`config.mk`:
```
export PLATFORM = sky130hd
export DESIGN_NAME = i2s_tx_sample_buffer
export DESIGN_NICKNAME = d
export VERILOG_FILES = /design/src/rtl/i2s_tx_sample_buffer.sv
export SDC_FILE = /design/constraint.sdc
export NUM_CORES = 1
export LEC_CHECK = 0
export CAP_MARGIN = 20
export CORE_MARGIN = 3
export CORE_UTILIZATION = 38
export DETAILED_ROUTE_END_ITERATION = 12
export MAX_ROUTING_LAYER = met4
export PLACE_DENSITY = 0.63
export SYNTH_ARGS = -nofsm -noshare
export SYNTH_HDL_FRONTEND = slang
export SYNTH_SLANG_ARGS = --single-unit
```
`constraint.sdc`:
```
create_clock -name sclk -period 7.1 [get_ports sclk]
set_input_delay 1.065 -clock sclk [delete_from_list [all_inputs] [get_ports sclk]]
set_output_delay 1.065 -clock sclk [all_outputs]
set_load 0.005 [all_outputs]
```
`src/rtl/i2s_tx_sample_buffer.sv`:
```
// i2s_tx_sample_buffer
// Elastic FIFO between the DSP output and the I2S transmitter. Samples are
// pushed on the DSP packet-changed strobe. One sample is popped per stereo
// frame, on each falling edge of ws. The buffer primes to half-full before
// playback starts. Sticky flags report underflow and overflow.
//
// Optional build macro:
//   TXBUF_MUTE_ON_UNDERFLOW_EN - when defined, txSample_o is forced to zero on an
//   underflow and stays zero while re-priming. When undefined, txSample_o holds
//   the last played sample.
module i2s_tx_sample_buffer #(
    parameter int WIDTH = 16,
    parameter int DEPTH = 8
) (
    input  logic                       sclk,
    input  logic                       rst,
    input  logic [WIDTH-1:0]           i2sTxPkt_i,
    input  logic                       i2sTxPktChanged_i,
    input  logic                       ws_i,
    output logic [WIDTH-1:0]           txSample_o,
    output logic [$clog2(DEPTH):0]     level_o,
    output logic                       playing_o,
    output logic                       underflow_o,
    output logic                       overflow_o
);

    localparam int PTR_W = $clog2(DEPTH);
    localparam int LVL_W = PTR_W + 1;
    localparam logic [LVL_W-1:0] FULL_LVL = LVL_W'(DEPTH);
    localparam logic [LVL_W-1:0] HALF_LVL = LVL_W'(DEPTH / 2);

    typedef enum logic {
        FILL = 1'b0,
        RUN  = 1'b1
    } state_t;

    state_t           state_q, state_d;
    logic [PTR_W-1:0] wr_ptr_q, wr_ptr_d;
    logic [PTR_W-1:0] rd_ptr_q, rd_ptr_d;
    logic [LVL_W-1:0] level_q, level_d;
    logic [WIDTH-1:0] tx_sample_q, tx_sample_d;
    logic             underflow_q, underflow_d;
    logic             overflow_q, overflow_d;
    logic             ws_q, ws_d;

    logic [WIDTH-1:0] mem_q [DEPTH];

    logic pop_evt;
    logic empty;
    logic full;
    logic pop_ok;
    logic push_ok;
    logic pop_underflow;

    // Decode the events for this cycle: the ws falling edge, and which of push and pop actually take effect.
    always_comb begin
        pop_evt       = ws_q & ~ws_i;
        empty         = (level_q == '0);
        full          = (level_q == FULL_LVL);
        pop_ok        = (state_q == RUN) && pop_evt && !empty;
        pop_underflow = (state_q == RUN) && pop_evt && empty;
        // A pop in the same cycle frees a slot, so a push into a full buffer is still accepted.
        push_ok       = i2sTxPktChanged_i && (!full || pop_ok);
    end

    // Compute the next value of the pointers, level, output sample, flags and state.
    always_comb begin
        // NOTE: give every always_comb output a default before any branch; a path that skips an assignment infers a latch.
        state_d     = state_q;
        wr_ptr_d    = wr_ptr_q;
        rd_ptr_d    = rd_ptr_q;
        level_d     = level_q;
        tx_sample_d = tx_sample_q;
        underflow_d = underflow_q;
        overflow_d  = overflow_q;
        ws_d        = ws_i;

        // DEPTH is a power of two, so the pointers wrap without extra logic.
        if (push_ok) begin
            wr_ptr_d = wr_ptr_q + 1'b1;
        end
        if (i2sTxPktChanged_i && !push_ok) begin
            overflow_d = 1'b1;
        end

        if (pop_ok) begin
            tx_sample_d = mem_q[rd_ptr_q];
            rd_ptr_d    = rd_ptr_q + 1'b1;
        end

        case ({push_ok, pop_ok})
            2'b10:   level_d = level_q + 1'b1;
            2'b01:   level_d = level_q - 1'b1;
            default: level_d = level_q;
        endcase

        case (state_q)
            FILL: begin
                // The decision uses the registered level, so RUN starts one cycle after half-full is reached.
                if (level_q >= HALF_LVL) begin
                    state_d = RUN;
                end
            end
            RUN: begin
                if (pop_underflow) begin
                    underflow_d = 1'b1;
                    state_d     = FILL;
`ifdef TXBUF_MUTE_ON_UNDERFLOW_EN
                    tx_sample_d = '0;
`endif
                end
            end
            default: state_d = FILL;
        endcase
    end

    // Register the control state. A synchronous reset discards all buffered data.
    always_ff @(posedge sclk) begin
        if (rst) begin
            state_q     <= FILL;
            wr_ptr_q    <= '0;
            rd_ptr_q    <= '0;
            level_q     <= '0;
            tx_sample_q <= '0;
            underflow_q <= 1'b0;
            overflow_q  <= 1'b0;
            ws_q        <= 1'b0;
        end else begin
            // NOTE: sequential state uses non-blocking assignments, so every flop samples pre-edge values.
            state_q     <= state_d;
            wr_ptr_q    <= wr_ptr_d;
            rd_ptr_q    <= rd_ptr_d;
            level_q     <= level_d;
            tx_sample_q <= tx_sample_d;
            underflow_q <= underflow_d;
            overflow_q  <= overflow_d;
            ws_q        <= ws_d;
        end
    end

    // Write the sample storage on each accepted push.
    always_ff @(posedge sclk) begin
        // NOTE: the storage array has no reset. The pointers and level decide which entries are valid, so stale contents are never read.
        if (push_ok) begin
            mem_q[wr_ptr_q] <= i2sTxPkt_i;
        end
    end

    assign txSample_o  = tx_sample_q;
    assign level_o     = level_q;
    assign playing_o   = (state_q == RUN);
    assign underflow_o = underflow_q;
    assign overflow_o  = overflow_q;

endmodule

```
Run 1, port wiring:
Scale bar: 50 um.
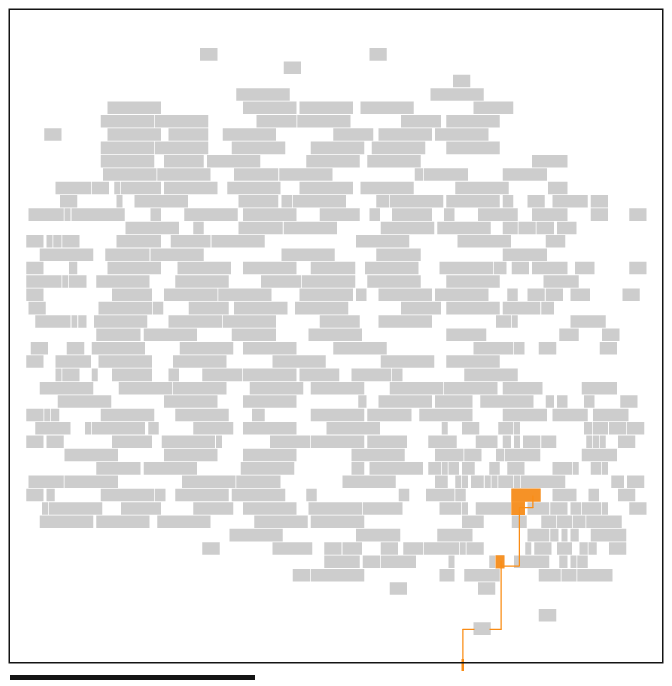
[i2sTxPktChanged_i] orange | direction: input | end cells: 3 | wire: 45.5 um

Run 1, supply network:
Scale bar: 50 um. Pins as bars on the die edge. Tap cells in gray.
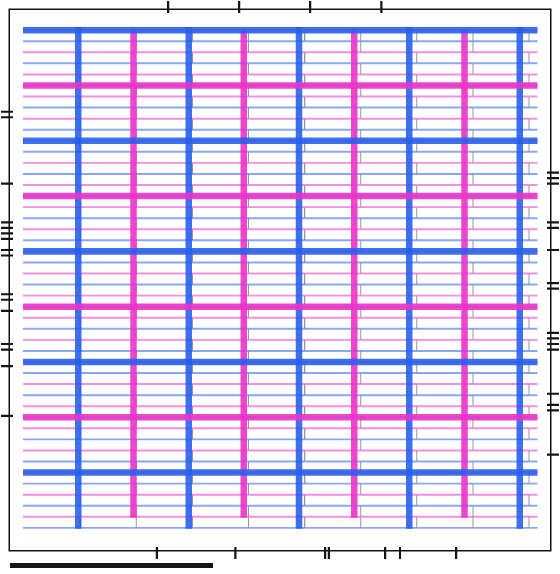
[VDD] magenta
[VSS] blue
tap cells: 211
met1 rails: 46
Die X-Extent: 132.8 um
Worst IR Drop VDD: 0.1739 mV
Core ar.: 15480 sq um

==> results.txt, run 1 <==
impl run done, here's what came out: Reg area 4447 sq um, commonest cells in the netlist edfxtp_1 (128), mux4_2 (32), dfxtp_1 (30), Dominant cell area share 62.91%, Flop Count 158, delay-heaviest family, CP simple AND/OR/NAND/NOR gates, Late-Pin Clk Latency 0.42 ns, crit-path cells clkdlybuf4s50_1 > and3b_1 > and2_4 > ha_1 > xor2_1 > ha_1 > a21oi_1 > xor2_1 > or3_1 > a21oi_1, Fin Setup TNS 0 ns, post-route minimum period 3.453 ns, logic area 1592 sq um, overall routing resource usage 14.09%, Hold WS 0.4775 ns, Hold Path End overflow_o, Commonest Layout Cell edfxtp_1, Seq. pwr 0.00103 W, Slew Viols, Final 0, area leader, netlist edfxtp_1, Max stage delay on crit path 0.52 ns, Clk network pwr share 42.4%, Hold Path Depth 2, asr flop ratio synth 0%, Avg WL per Cell 18.60 um, Worst Reg-to-Reg Cells 9, largest register by flop count mem_q, largest class flip-flops and latches, pwr dens 261.0 nW/um^2, final hold violation count 0, P_clk 0.000810 W, uppermost routed layer met4, post-DP HPWL 6.432 mm, ao+oa area frac 2.826%, setup repair bufs after CTS 0, Synth Net Count 352, Pwr top sequential cells, max reg flops 128, Worst Path Required 7.45 ns, Least-Margin Pin Slew 1.014 ns, first-pass GRT wire length 17.86 mm, Synthesis Warnings 0, met2 WL 5.251 mm, outcome complete, no violations, number of fill cells 1301
Run 1, placement view:
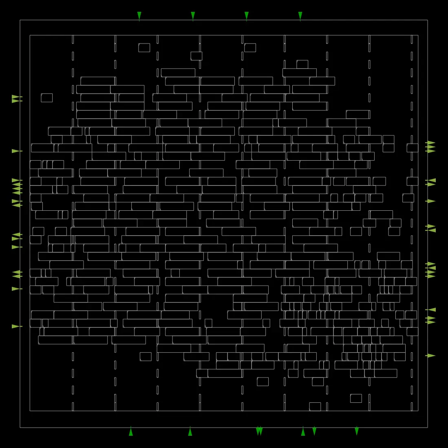
fraction of area in registers: 60.81%
Tapcells: 211

## Run 2: what changed since run 1
==> constraint.sdc (replaced) <==
create_clock -name sclk -period 3.2 [get_ports sclk]
set_input_delay 0.48 -clock sclk [delete_from_list [all_inputs] [get_ports sclk]]
set_output_delay 0.48 -clock sclk [all_outputs]
set_load 0.005 [all_outputs]
==> run 2 against run 1 <==
Effect of this change: design area up 1.8%; critical path depth down 3; utilization up 0.84 points; register-to-register slack worse by 3.8 ns; first-iteration DRC count up 19%; via count up 0.76%; cell count up 1.7%; sequential share of layout area down 1.1 points; worst hold slack worse by 0.013 ns; clock power up 150%; synthesized area unchanged; wire length up 2.6%.
==> results.txt, run 2 <==
impl run done, here's what came out: area leader, netlist edfxtp_1, commonest cells in the netlist edfxtp_1 (128), mux4_2 (32), dfxtp_1 (30), Core ar. 15480 sq um (unchanged), P_clk 0.00200 W (+150%), overall routing resource usage 14.20% (+0.11 points), asr flop ratio synth 0% (unchanged), number of fill cells 1331 (+2.3%), Late-Pin Clk Latency 0.41 ns (about the same), Synthesis Warnings 0 (unchanged), met2 WL 5.454 mm (+3.9%), Pwr top sequential cells, Dominant cell area share 62.91% (unchanged), Die X-Extent 132.8 um (unchanged), final hold violation count 0 (unchanged), Fin Setup TNS 0 ns (unchanged), Seq. pwr 0.00229 W (+120%), Clk network pwr share 45.0% (+2.6 points), Tapcells 211 (unchanged), Hold WS 0.4645 ns (-0.01302 ns), Reg area 4446 sq um (about the same), Slew Viols, Final 0 (unchanged), pwr dens 596.9 nW/um^2 (+130%), Least-Margin Pin Slew 0.5160 ns (-0.4980 ns), Worst Path Required 3.50 ns (-3.95 ns), outcome complete, no violations, delay-heaviest family, CP simple AND/OR/NAND/NOR gates, max reg flops 128 (unchanged), uppermost routed layer met4, Avg WL per Cell 18.77 um (+0.94%), crit-path cells or4b_4 > o21ai_4 > ha_1 > nor4b_1 > o21ai_0 > o31ai_1 > mux2_2, Worst IR Drop VDD 0.3735 mV (+110%), Max stage delay on crit path 0.60 ns (+0.08 ns), logic area 1573 sq um (-1.2%)
Run 2, cells colored by class:
Fill, decap, tap and diode cells in gray.
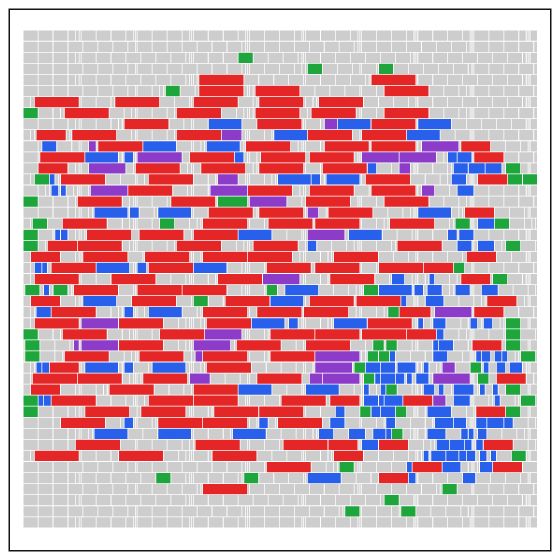
[remaining buffers and delay cells] green | cells: 58 | share of their area: 7.7%
[registers] red | cells: 158 | share of their area: 62%
[remaining logic cells] blue | cells: 151 | share of their area: 22%
[clock drivers and dummy loads] purple | cells: 32 | share of their area: 8.3%
Util after Layout: 48.06%
post-route design area: 7442 sq um
fraction of area in registers: 59.73%

Run 2, supply network:
Scale bar: 50 um. Pins as bars on the die edge. Tap cells in gray.
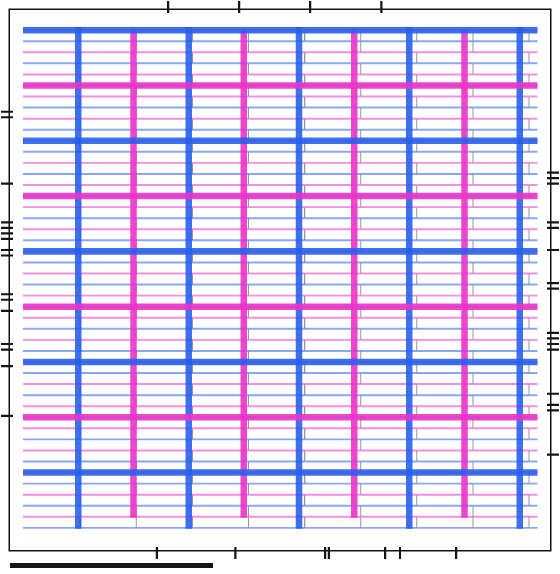
[VDD] magenta
[VSS] blue
rows: 45
tap cells: 211
signal pins: 43

No activity file was given, so power comes from the tool's default toggle rates.
